**Wire density map**

Drawn at 2 px/um. The die is cut into 33 by 33 equal tiles; dark purple is low, yellow is high, scaled to the fullest tile. Values are wire area over tile area, all layers added.
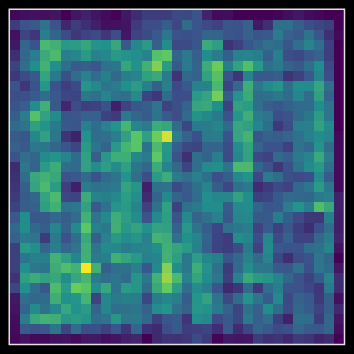
**Layout detail**

Window x 58 to 108, y 92 to 142 um. Cells in gray, sequential cells in the stronger gray; small squares are vias.
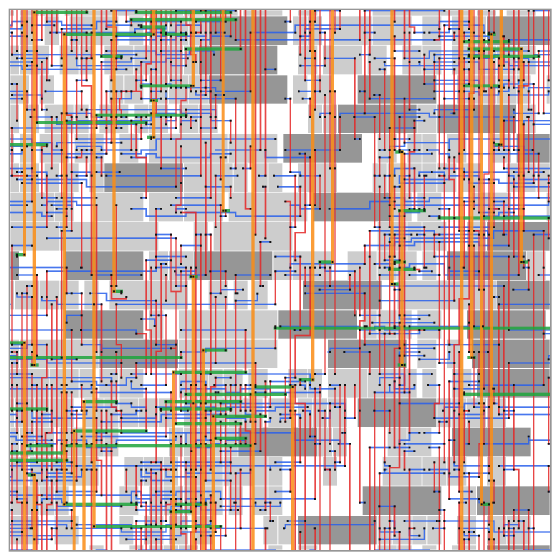
**Floorplan with the power grid**

Drawn at 3 px/um. Pins as bars on the die edge.
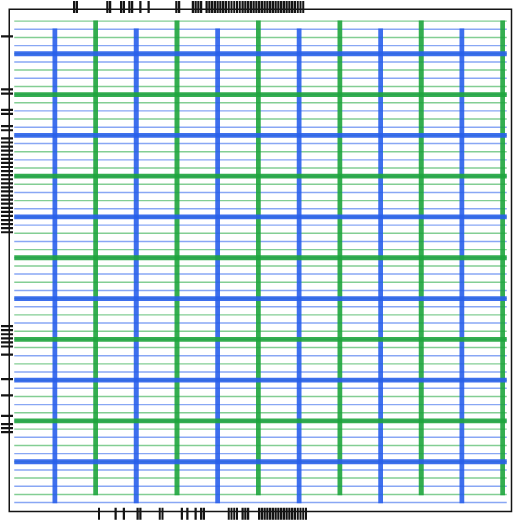
==> config.mk <==
export PLATFORM = sky130hd
export DESIGN_NAME = phase_shift_slew
export DESIGN_NICKNAME = d
export VERILOG_FILES = /design/src/rtl/phase_shift_slew.sv
export SDC_FILE = /design/constraint.sdc
export NUM_CORES = 1
export LEC_CHECK = 0
export ABC_AREA = 1
export CAP_MARGIN = 20
export CORE_UTILIZATION = 60
export DETAILED_ROUTE_END_ITERATION = 8
export GPL_TIMING_DRIVEN = 1
export PLACE_DENSITY = 0.82
export SYNTH_ARGS = -nofsm -noshare
export SYNTH_HDL_FRONTEND = slang
export SYNTH_SLANG_ARGS = --single-unit
==> constraint.sdc <==
create_clock -name clk -period 7.7 [get_ports clk]
set_input_delay 1.155 -clock clk [delete_from_list [all_inputs] [get_ports clk]]
set_output_delay 1.155 -clock clk [all_outputs]
set_load 0.1 [all_outputs]
==> summary.txt <==
flow finished, numbers: Largest stage delay, worst path=0.49 ns, setup_tns=0 ns, CTS root buf=clkbuf_16, well-tap cell count=335, Commonest flop=dfxtp_1, asr flop ratio synth=0, number of enable flip-flop cells=0, H-tree depth=1, Syn Std Cell Area=16300 sq um, Final Hold Vio Count=0, FMAX=0.145 GHz, R2R depth=38, sequential area share after synthesis=0.247, Power, Total=5.70 mW, grt total ovfl=0, Via density=5.92, yosys stat area=16300 sq um, Die ar.=27900 sq um, R2R Setup Slk=0.81 ns, Main logic family=simple AND/OR/NAND/NOR gates, Max Slew Vio Count=0, WP data arrival=7.33 ns, WP data required=8.14 ns, outcome=completed, setup repair after global routing missed its margin=no, clk_skew=0.0176 ns, signal buffers share of area=0.0753, TritonCTS clock tree=yes
About 'wire density map':
- mean over tiles: 0.31
- nearly empty tiles: 2.2%
- tiles over half the peak: 20%
- fullest tile: 0.87
WL final: 51100 um
DR WL/cell: 17.6 um

About 'layout detail':
- met4: orange
- met1: blue
- met3: green
- met2: red
- most frequent: nand2_1 (43), a21oi_1 (38), inv_1 (33)
- cells with their middle in the window: 259
- sequential cells in the window: 29

About 'floorplan with the power grid':
- VSS: blue
- VDD: green
- met1 rails: 60
- signal pins: 133
- met5 straps: 11
Die W: 167 um
die height: 167 um
core box area: 26400 sq um

[metrics by stage]
step           area [sq um]  hold WS (ns)  cells   util  worst slack [ns]
2_1_floorplan         16300         0.439   2457      -              2.28
3_3_place_gp          17900         0.454   2866  0.678              1.20
3_5_place_dp          17900         0.462   2866  0.678             0.902
4_1_cts               18700         0.471   2906  0.708             0.818
5_1_grt               18700         0.484   2906  0.708             0.127
6_report              18700         0.472   2906  0.708             0.808
[power by group]
part | total [mW] | internal (mW) | switching [mW]
logic | 3.20 | 0.980 | 2.22
clock network | 1.15 | 0.697 | 0.449
registers | 1.36 | 1.20 | 0.155
[tightest hold or removal path: stages, from the launching register on]
cell and delay, ns:
dfxtp_1 0.31, nand2_1 0.06, a21oi_1 0.05
[cell usage after synthesis, types with 21 or more instances]
| cell type | count | area share |
|---|---|---|
| nand4_1 | 39 | 0.015 |
| fa_1 | 33 | 0.040 |
| clkbuf_1 | 50 | 0.012 |
| xor2_1 | 55 | 0.030 |
| o211ai_1 | 31 | 0.014 |
| xnor2_1 | 34 | 0.018 |
| ha_1 | 101 | 0.077 |
| nor2_1 | 264 | 0.061 |
| a21oi_1 | 206 | 0.063 |
| nor3_1 | 34 | 0.010 |
| a22oi_1 | 22 | 0.010 |
| o21ai_0 | 204 | 0.063 |
| dfxtp_1 | 201 | 0.25 |
| inv_1 | 327 | 0.075 |
| nor4_1 | 21 | 0.0081 |
| nand3_1 | 112 | 0.034 |
| nand2_1 | 467 | 0.11 |
[metal layers]
layer	global-route usage	wire [um]	vias up
met5	0	0	-
met2	0.655	24900	671
met1	0.402	19700	7901
met4	0.276	3920	0
li1	-	-	8438
met3	0.0378	2570	204
Power and IR drop assume default switching activity.
